**config.mk**
```make
export PLATFORM = sky130hd
export DESIGN_NAME = fpu_divider_flat
export DESIGN_NICKNAME = d
export VERILOG_FILES = /design/src/rtl/fpu_divider_if.sv /design/src/rtl/fpu_divider.sv /design/src/flat_wrapper.sv
export SDC_FILE = /design/constraint.sdc
export NUM_CORES = 1
export LEC_CHECK = 0
export ABC_CLOCK_PERIOD_IN_PS = 3750
export CAP_MARGIN = 20
export CORE_MARGIN = 10
export CORE_UTILIZATION = 40
export CTS_BUF_LIST = sky130_fd_sc_hd__clkbuf_4
export DETAILED_ROUTE_END_ITERATION = 7
export SYNTH_ARGS = -nofsm -noshare
export SYNTH_HDL_FRONTEND = slang
export SYNTH_SLANG_ARGS = --single-unit
```
**constraint.sdc**
```tcl
create_clock -name clk -period 3.75 [get_ports clk]
set_input_delay 0.75 -clock clk [delete_from_list [all_inputs] [get_ports clk]]
set_output_delay 0.75 -clock clk [all_outputs]
set_load 0.005 [all_outputs]
```
**src/rtl/fpu_divider_if.sv**
```systemverilog
// Handshake bundle for the iterative single-precision divider.
// The master issues start/A/B; the slave returns busy/done/outp.
interface fpu_divider_if;
  logic        start;
  logic [31:0] A;
  logic [31:0] B;
  logic        busy;
  logic        done;
  logic [31:0] outp;

  modport master (
    output start, A, B,
    input  busy, done, outp
  );

  modport slave (
    input  start, A, B,
    output busy, done, outp
  );
endinterface

```
**src/rtl/fpu_divider.sv**
```systemverilog
// Iterative IEEE 754 single-precision divider (outp = A / B).
// Restoring division, one quotient bit per clock, then one normalise/pack
// cycle. Truncating (round toward zero); denormal inputs and results are
// flushed to zero. Divide-by-zero gives signed infinity.
module fpu_divider (
  input  logic          clk,
  input  logic          rst_n,
  fpu_divider_if.slave  bus
);

  typedef enum logic [1:0] {IDLE, CALC, NORM} state_t;

  state_t      state;
  logic        sign;
  logic [7:0]  exp_a;
  logic [7:0]  exp_b;
  logic [23:0] man_b;
  logic [25:0] rem;
  logic [24:0] quo;
  logic [4:0]  cnt;
  logic        special;
  logic        spec_inf;

  logic        rem_ge;
  logic [25:0] rem_sub;
  logic [25:0] rem_nxt;
  logic [24:0] quo_nxt;

  logic signed [9:0] exp_sum;
  logic [22:0]       frac;
  logic [31:0]       result;

  // One restoring-division step: compare, conditionally subtract, shift.
  always_comb begin
    rem_ge  = (rem >= {2'b00, man_b});
    rem_sub = rem_ge ? (rem - {2'b00, man_b}) : rem;
    rem_nxt = rem_sub << 1;
    quo_nxt = {quo[23:0], rem_ge};
  end

  // Normalise the quotient, apply exponent range limits and pack the word.
  always_comb begin
    exp_sum = $signed({2'b00, exp_a}) - $signed({2'b00, exp_b})
            + (quo[24] ? 10'sd127 : 10'sd126);
    frac    = quo[24] ? quo[23:1] : quo[22:0];
    if (special) begin
      result = spec_inf ? {sign, 8'hFF, 23'h0} : {sign, 31'h0};
    end else if (exp_sum >= 10'sd255) begin
      result = {sign, 8'hFF, 23'h0};
    end else if (exp_sum <= 10'sd0) begin
      result = {sign, 31'h0};
    end else begin
      result = {sign, exp_sum[7:0], frac};
    end
  end

  // Control FSM with registered handshake outputs and datapath state.
  always_ff @(posedge clk or negedge rst_n) begin
    if (!rst_n) begin
      state    <= IDLE;
      sign     <= 1'b0;
      exp_a    <= '0;
      exp_b    <= '0;
      man_b    <= '0;
      rem      <= '0;
      quo      <= '0;
      cnt      <= '0;
      special  <= 1'b0;
      spec_inf <= 1'b0;
      bus.busy <= 1'b0;
      bus.done <= 1'b0;
      bus.outp <= '0;
    end else begin
      bus.done <= 1'b0;
      case (state)
        IDLE: begin
          if (bus.start) begin
            sign     <= bus.A[31] ^ bus.B[31];
            exp_a    <= bus.A[30:23];
            exp_b    <= bus.B[30:23];
            man_b    <= {1'b1, bus.B[22:0]};
            rem      <= {2'b00, 1'b1, bus.A[22:0]};
            quo      <= '0;
            cnt      <= '0;
            bus.busy <= 1'b1;
            // Divide-by-zero takes priority over a zero dividend.
            spec_inf <= (bus.B[30:23] == 8'h00);
            special  <= (bus.B[30:23] == 8'h00) || (bus.A[30:23] == 8'h00);
            if ((bus.B[30:23] == 8'h00) || (bus.A[30:23] == 8'h00)) begin
              state <= NORM;
            end else begin
              state <= CALC;
            end
          end
        end
        CALC: begin
          rem <= rem_nxt;
          quo <= quo_nxt;
          cnt <= cnt + 5'd1;
          if (cnt == 5'd24) begin
            state <= NORM;
          end
        end
        NORM: begin
          bus.outp <= result;
          bus.done <= 1'b1;
          bus.busy <= 1'b0;
          special  <= 1'b0;
          state    <= IDLE;
        end
        default: state <= IDLE;
      endcase
    end
  end

endmodule

```
**src/flat_wrapper.sv**
```systemverilog
// flat-port wrapper written by rule: the top's interface ports become plain ports
module fpu_divider_flat 
  (clk, rst_n, bus_start, bus_A, bus_B, bus_busy, bus_done, bus_outp);
  fpu_divider_if bus_i ();
  input  logic clk;
  input  logic rst_n;
  input wire logic [$bits(bus_i.start)-1:0] bus_start;
  input wire logic [$bits(bus_i.A)-1:0] bus_A;
  input wire logic [$bits(bus_i.B)-1:0] bus_B;
  output wire logic [$bits(bus_i.busy)-1:0] bus_busy;
  output wire logic [$bits(bus_i.done)-1:0] bus_done;
  output wire logic [$bits(bus_i.outp)-1:0] bus_outp;
  assign bus_i.start = bus_start;
  assign bus_i.A = bus_A;
  assign bus_i.B = bus_B;
  assign bus_busy = bus_i.busy;
  assign bus_done = bus_i.done;
  assign bus_outp = bus_i.outp;
  fpu_divider u_core (.clk(clk), .rst_n(rst_n), .bus(bus_i));
endmodule
```
==> results.json <==
{
  "setup_viol": 0,
  "p_sw_share_pct": 47.96,
  "place.gp.congestion": 0.8871,
  "nFillCells": 1835,
  "floorplan.nets": 943,
  "clk_share_pct": 2.951,
  "cp.buffers_inverters": 3,
  "top_cell": "nand2_1",
  "p_int_mw": 5.353,
  "drive_above_1_share_pct": 9.253,
  "cp.depth": 14,
  "grt_first_pass_wirelength_mm": 32.11,
  "comb-cell-share_pct": 42.82,
  "critPathArrivalTime_ns": 4.00,
  "clock_latency_ns": 0.58,
  "syn2layout_area_growth_pct": 21.85,
  "required_ns": 4.24,
  "yosysWarnings": 0,
  "p_clk_uw": 981,
  "aoi_share_pct": 23.02,
  "ant_nets": 0,
  "critPathMaxStageDelay_ns": 0.45,
  "logic_family": "AND-OR/OR-AND gates",
  "fp_util_pct": 40.84,
  "wl_met2_mm": 9.178,
  "dr_wl_met3_um": 792,
  "synth-seq-cells": 135,
  "outcome": "complete, no violations",
  "yosys_area_um2": 7690,
  "top_area_share_pct": 43.93,
  "grt_use_met2_pct": 25.92,
  "dominant_cells": "logic gates",
  "power_leakage_nw": 4.084,
  "seq_power_mw": 2.47,
  "worst_pin_slew_ns": 0.8046,
  "cts-root-buf": "clkbuf_4",
  "n_all_buffers": 120,
  "synth_cells": 838,
  "stdcell_area_um2": 9370,
  "cts_resized": 3,
  "grtUsageMet1_pct": 20.25,
  "postCtsSetupBuffers": 0,
  "clkPwrFrac_pct": 9.5,
  "h-tree-depth": 4,
  "cts_num_sinks": 135,
  "synthArstFlopShare_pct": 100.0,
  "gr-usage-all-layers_pct": 15.71,
  "seq-cell-share_pct": 36.05,
  "tns_ns": 0,
  "critical_path.top_delay_family": "AND-OR/OR-AND gates",
  "p_switching_mw": 4.932,
  "maxUsedRoutingLayer": "met4",
  "power_density_nw_per_um2": 1098,
  "fin_skew_ns": 0.02428,
  "hold_path_class": "in -> async",
  "crit_fanout": 12,
  "slew_headroom_pct": 46.36,
  "num-multi-input-gates": 616,
  "cpMaxStageDelayCell": "or3_4",
  "peakVddDrop_uv": 408.8,
  "period_needed_ns": 3.510,
  "drt-met1-wl_mm": 9.209,
  "buf_share_pct": 12.75,
  "wirelength_mm": 19.50,
  "dp.cells": 1175,
  "power_leader": "combinational logic",
  "drv_slew": 0,
  "fin_ws_ns": 0.2397,
  "layout_top_cells": "138 x nand2_1, 135 x dfrtp_1, 99 x clkdlybuf4s50_1",
  "seqCellArea_um2": 3378,
  "crit_top_cell": "inv_1",
  "finalHoldViolations": 0,
  "cts_buffers": 17,
  "dr.first_iter.drc_count": 412,
  "place_area_um2": 8995,
  "portBuffers": 100,
  "cts_buffer_depth": 2,
  "ys.flop_type": "dfrtp_1",
  "nFlopsAndLatches": 135,
  "row_count": 50,
  "fp.dieW_um": 158.7,
  "grt_max_degree": 73,
  "synth-edff-count": 0,
  "ios": 101,
  "drt_first_pass_iters": 5,
  "layout_top_cell": "nand2_1",
  "postCtsHoldBufs": 0,
  "cp-end-kind": "flip-flop",
  "fa_ha_area_share_pct": 6.378,
  "cts_tree": "built"
}
**Signal wires by layer**

Scale: 3 px per um. Two of the layers only.
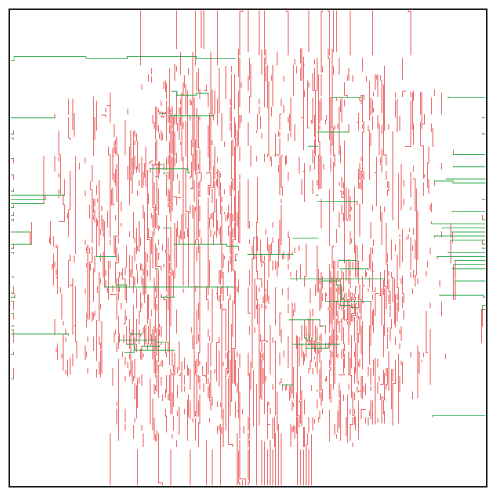
Key: M3 = green [wire length 793 um]; M2 = red [wire length 9180 um]

**Placement view**

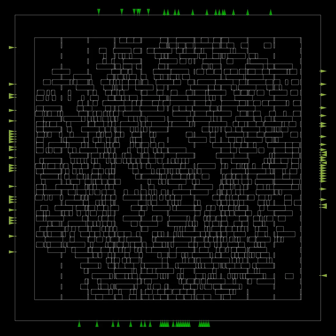
fin cells: 1212
tap cells: 260
core footprint: 18830 um^2
Final Util: 49.76%

**Cells by drive strength**

Scale: 3 px per um.
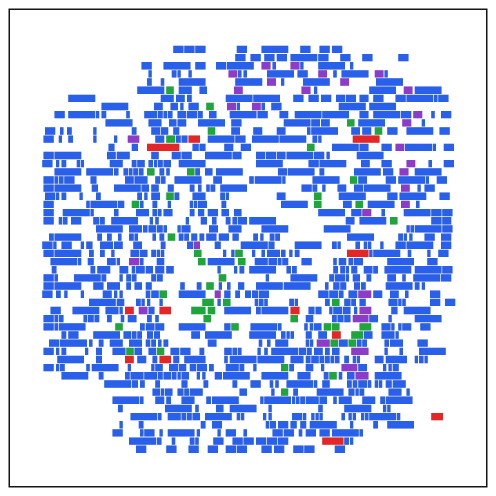
Key: x3 and x4 = green [cells 44]; x2 = purple [cells 32]; x1 and smaller = blue [cells 863]; x6 and larger = red [cells 12]

**Nets reached from selected ports**

Scale: 1.5 px per um.
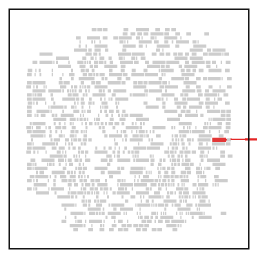
Key: bus_done = red [direction output, edge right, end cells 1, wire 11.8 um]

